==> src/rtl/btn_pkg.sv <==
// Shared definitions for the button step generator: direction codes, FSM states, helpers.
package btn_pkg;

  localparam logic [3:0] DIR_U    = 4'b1000;
  localparam logic [3:0] DIR_D    = 4'b0100;
  localparam logic [3:0] DIR_R    = 4'b0010;
  localparam logic [3:0] DIR_L    = 4'b0001;
  localparam logic [3:0] DIR_NONE = 4'b0000;

  typedef enum logic [1:0] {
    StIdle   = 2'd0,
    StFire   = 2'd1,
    StDelay  = 2'd2,
    StRepeat = 2'd3
  } btn_state_e;

  // A cycle count of zero would make a counter never expire; clamp it to one.
  function automatic logic [31:0] sat_cycles(int unsigned cycles);
    return (cycles == 0) ? 32'd1 : 32'(cycles);
  endfunction

  // Debounced bits are {U,D,R,L}; the highest-priority press wins.
  function automatic logic [3:0] prio_encode(logic [3:0] db);
    logic [3:0] code;
    if (db[3]) begin
      code = DIR_U;
    end else if (db[2]) begin
      code = DIR_D;
    end else if (db[1]) begin
      code = DIR_R;
    end else if (db[0]) begin
      code = DIR_L;
    end else begin
      code = DIR_NONE;
    end
    return code;
  endfunction

endpackage

==> src/rtl/btn_debounce.sv <==
// One pushbutton: 2-flop synchronizer followed by a stable-level debounce counter.
module btn_debounce
  import btn_pkg::*;
#(
  parameter int unsigned DEBOUNCE_CYCLES = 1000000
) (
  input  logic clk_i,
  input  logic rst_ni,
  input  logic raw_i,
  output logic db_o
);

  localparam logic [31:0] CntLast = sat_cycles(DEBOUNCE_CYCLES) - 32'd1;

  logic        sync1_q, sync2_q;
  logic        db_q, db_d;
  logic [31:0] cnt_q, cnt_d;

  always_ff @(posedge clk_i or negedge rst_ni) begin
    if (!rst_ni) begin
      sync1_q <= 1'b0;
      sync2_q <= 1'b0;
    end else begin
      sync1_q <= raw_i;
      sync2_q <= sync1_q;
    end
  end

  // The counter tracks how long the synchronized level has disagreed with db_q.
  always_comb begin
    db_d  = db_q;
    cnt_d = '0;
    if (sync2_q != db_q) begin
      if (cnt_q == CntLast) begin
        db_d = ~db_q;
      end else begin
        cnt_d = cnt_q + 32'd1;
      end
    end
  end

  always_ff @(posedge clk_i or negedge rst_ni) begin
    if (!rst_ni) begin
      db_q  <= 1'b0;
      cnt_q <= '0;
    end else begin
      db_q  <= db_d;
      cnt_q <= cnt_d;
    end
  end

  assign db_o = db_q;

endmodule

==> src/rtl/btn_step_gen.sv <==
// Debounced pushbuttons to single-cycle move strobes with optional auto-repeat.
// Auto-repeat is built only when BTN_AUTOREPEAT_EN is defined.
module btn_step_gen
  import btn_pkg::*;
#(
  parameter int unsigned DEBOUNCE_CYCLES = 1000000,
  parameter int unsigned REPEAT_DELAY    = 30000000,
  parameter int unsigned REPEAT_PERIOD   = 10000000
) (
  input  logic       clk,
  input  logic       rst_n,
  input  logic [3:0] btn_raw,
  output logic [3:0] btns_o,
  output logic       step_o,
  output logic       held_o
);

  localparam logic [31:0] DelayLoad  = sat_cycles(REPEAT_DELAY) - 32'd1;
  localparam logic [31:0] PeriodLoad = sat_cycles(REPEAT_PERIOD) - 32'd1;

  logic [3:0]  db;
  logic [3:0]  code;
  logic        timeout;

  btn_state_e  state_q, state_d;
  logic [3:0]  code_q, code_d;
  logic [31:0] cnt_q, cnt_d;
  logic        rpt_q, rpt_d;

  for (genvar i = 0; i < 4; i++) begin : g_db
    btn_debounce #(
      .DEBOUNCE_CYCLES(DEBOUNCE_CYCLES)
    ) u_db (
      .clk_i (clk),
      .rst_ni(rst_n),
      .raw_i (btn_raw[i]),
      .db_o  (db[i])
    );
  end

  assign code   = prio_encode(db);
  assign held_o = |db;

`ifdef BTN_AUTOREPEAT_EN
  assign timeout = (cnt_q == '0);
`else
  assign timeout = 1'b0;
`endif

  // rpt_q tells FIRE whether it was reached by a timer expiry (go on repeating)
  // or by a fresh code (restart the initial delay).
  always_comb begin
    state_d = state_q;
    code_d  = code_q;
    cnt_d   = cnt_q;
    rpt_d   = rpt_q;
    step_o  = 1'b0;
    unique case (state_q)
      StIdle: begin
        code_d = DIR_NONE;
        if (code != DIR_NONE) begin
          state_d = StFire;
          code_d  = code;
          rpt_d   = 1'b0;
        end
      end
      StFire: begin
        step_o = 1'b1;
        if (rpt_q) begin
          state_d = StRepeat;
          cnt_d   = PeriodLoad;
        end else begin
          state_d = StDelay;
          cnt_d   = DelayLoad;
        end
      end
      StDelay, StRepeat: begin
        if (code == DIR_NONE) begin
          state_d = StIdle;
          code_d  = DIR_NONE;
        end else if (code != code_q) begin
          state_d = StFire;
          code_d  = code;
          rpt_d   = 1'b0;
        end else if (timeout) begin
          state_d = StFire;
          rpt_d   = 1'b1;
        end else if (cnt_q != '0) begin
          cnt_d = cnt_q - 32'd1;
        end
      end
      default: begin
        state_d = StIdle;
        code_d  = DIR_NONE;
      end
    endcase
  end

  always_ff @(posedge clk or negedge rst_n) begin
    if (!rst_n) begin
      state_q <= StIdle;
      code_q  <= DIR_NONE;
      cnt_q   <= '0;
      rpt_q   <= 1'b0;
    end else begin
      state_q <= state_d;
      code_q  <= code_d;
      cnt_q   <= cnt_d;
      rpt_q   <= rpt_d;
    end
  end

  assign btns_o = code_q;

endmodule

==> config.mk <==
export PLATFORM = sky130hd
export DESIGN_NAME = btn_step_gen
export DESIGN_NICKNAME = d
export VERILOG_FILES = /design/src/rtl/btn_pkg.sv /design/src/rtl/btn_debounce.sv /design/src/rtl/btn_step_gen.sv
export SDC_FILE = /design/constraint.sdc
export NUM_CORES = 1
export LEC_CHECK = 0
export CAP_MARGIN = 20
export CORE_UTILIZATION = 45
export CTS_CLUSTER_SIZE = 12
export DETAILED_ROUTE_END_ITERATION = 12
export PLACE_DENSITY = 0.7
export SKIP_LAST_GASP = 1
export SLEW_MARGIN = 0
export SYNTH_ARGS = -nofsm -noshare
export SYNTH_HDL_FRONTEND = slang
export SYNTH_SLANG_ARGS = --single-unit
==> constraint.sdc <==
create_clock -name clk -period 2.4 [get_ports clk]
set_input_delay 0.72 -clock clk [delete_from_list [all_inputs] [get_ports clk]]
set_output_delay 0.72 -clock clk [all_outputs]
set_load 0.02 [all_outputs]
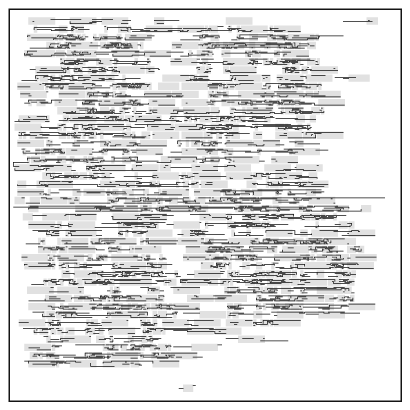
(the metal 1 layer)
(3 px per um)
The longest straight run is 41.4 um. The wires run mostly horizontal.

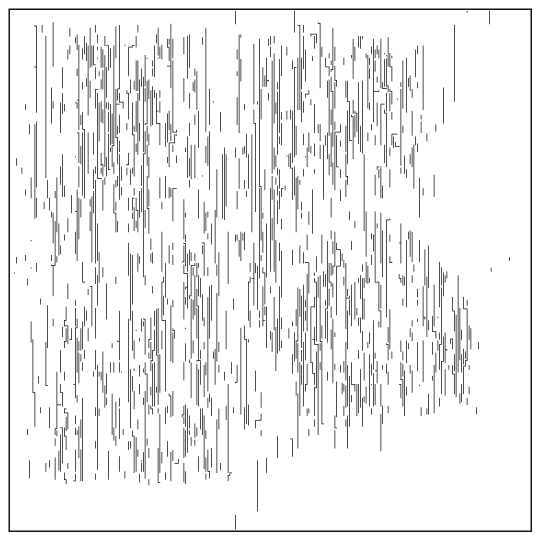
(the metal 2 layer)
(4 px per um)
The layer holds 45% of the routed length. The wires run mostly vertical. The layer carries 6090 um of wire. 602 nets have wire on it. The longest straight run is 36.9 um.

==> metrics.log <==
[report] extracting results
[metrics] top cell type's share of synthesized area: 0.4944
[metrics] measured slew at the worst slew-check pin: 612.2 ps
[metrics] minimum clock period: 2239 ps
[metrics] placeable core region: 0.01594 mm2
[metrics] count of vias placed by the detailed router: 5237
[metrics] Yosys cell types: 53
[metrics] kind of end point of the critical path: output port
[metrics] number of nets produced by synthesis: 759
[metrics] DR DRC count: 0
[metrics] Die Ht: 130.1 um
[metrics] Detail Route met2 WL: 6092 um
[metrics] Crit. path cell count: 1
[metrics] status: completed
[metrics] Comb group: 147 uW
[metrics] required time worst endpoint: 1680 ps
[metrics] gate count of the mapped netlist: 749
[metrics] reg2reg path depth: 7
[metrics] cells taking the most area after synthesis: dfrtp_1 49%, xor2_1 9.4%, nor2_1 6.5%, nand4_1 4.1%, xnor2_1 3.6%
[metrics] Fmax: 446.6 MHz
[metrics] Leakage: 3.520 nW
[metrics] final net count: 774
[metrics] post-cts hold buffer count: 0
[metrics] Post-synth EDFFs: 0
[metrics] post-synth design cell area: 0.007390 mm2
[metrics] diodes inserted: 0
[metrics] Filler Cells Inserted: 1450
[metrics] max reg flops: 128
[metrics] io pins: 12
[metrics] leading register cell type out of synthesis: dfrtp_1
[metrics] FF-to-FF Start: g_db[3].u_db.cnt_q[0]
[metrics] worst path setup slack after routing: 161.0 ps
[metrics] DIE WIDTH: 130.1 um
[metrics] yosys synthesis chip area: 0.007390 mm2
[metrics] Detail Placement HPWL: 9026 um
[metrics] power per cell area: 625.9 mW/mm2
[metrics] post-DR wirelength/cell: 13.67 um
[metrics] wire length on met3: 340 um
[metrics] endpoints failing setup: 0
[metrics] sw frac: 0.2204
[metrics] reg-to-reg setup timing slack: 210 ps
[metrics] post-placement worst setup slack: 228.0 ps
[metrics] worst-path cell with the longest stage delay: clkdlybuf4s50_1
[metrics] worst rel slew slack: 0.5888
[metrics] post-layout instance area: 0.008318 mm2
[metrics] Setup crit start kind: flop
[metrics] Final Core Density: 0.5217
[metrics] Gates resized, CTS repair: 2
[metrics] Worst Hold Margin: 195.6 ps
[metrics] non-filler instance count after layout: 992
[metrics] overall power: 5.207 mW
[metrics] Synthesized registers: 146
[metrics] part of the Yosys area used for sequential elements: 0.4944
[metrics] fraction of power consumed by the clock network: 0.490
[metrics] Root Driver: clkbuf_16
[metrics] number of global-route vias before repair: 5077
[metrics] number of port buffers: 11
[metrics] Max stage delay on crit path: 700 ps
[metrics] insertion delay to the later sink of the worst-skew pair: 420 ps
[metrics] top fanout value on the critical path: 4
[metrics] vias per std cell: 5.279
[metrics] startpoint of the worst setup timing path: btns_o[2]
[metrics] number of DRC violations after detailed-routing iteration 0: 389
[metrics] cell taking the most area after synthesis: dfrtp_1
[metrics] most common cell after layout, fill and taps aside: dfrtp_1
[metrics] share of total power in sequential cells: 0.481
[metrics] cell type group with the largest total delay on the critical path: buffers and inverters
[metrics] crit path buf inv count: 1
[metrics] fraction of final layout cells sized beyond drive strength 1: 0.1044
[metrics] Layout area overhead: 12.56%
[metrics] worst setup skew after layout: 8.331 ps
[metrics] first-pass GRT wire length: 24290 um
[metrics] endpoints failing hold: 0
[metrics] initial cell density of the core: 0.4635
[metrics] sequential power: 2.51 mW
[metrics] yosys stat cell total: 749
[metrics] Logic area: 0.003531 mm2
[metrics] final wirelength: 13570 um
[metrics] OpenROAD warning count: 26
[metrics] cell total after placement: 961
[metrics] most flop-heavy register: g_db.u_db.cnt_q
[metrics] power group with the largest share: clock
[metrics] unrepaired setup endpoints after global routing: false
[metrics] worst supply voltage drop on vdd: 0.0006193 V
[metrics] dominant logic cell types in the final layout: 146 x dfrtp_1, 127 x nor2_1, 79 x xor2_1
[metrics] Clock transition at path regs: 60 ps
[metrics] maximum number of pins on one net before global-route repair: 58
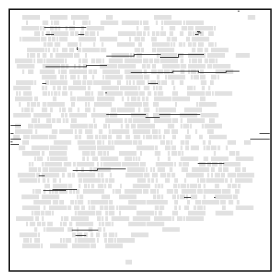
(M3 wires)
(2 px per um)
The longest straight run is 20.9 um. The layer carries 340 um of wire.

cells by family (layout without fill, tap and decap cells):
group,Yosys count,after routing,synth area share
AND-OR/OR-AND,35,35,0.02895
XOR/XNOR,109,109,0.1292
adder cells (fa/ha/maj),4,4,0.006773
buffers and inverters,38,65,0.02844
flip-flops,146,146,0.4944
multiplexers,5,5,0.007619
AND/OR/NAND/NOR,412,412,0.3046
metal layers:
layer	track usage	vias up
met2	0.2732	57
met3	0.05043	12
met5	0	-
met1	0.2603	2520
li1	-	2648
met4	0.05609	0
final cells by class:
type,instances,share of cell area
clock buffer,19,0.05205
clock inverter,12,0.01640
inverter,10,0.004513
multi-input combinational,565,0.4245
sequential,146,0.4392
tap,216,0.03249
timing repair buffer,24,0.03084
No activity file was given, so power comes from the tool's default toggle rates.
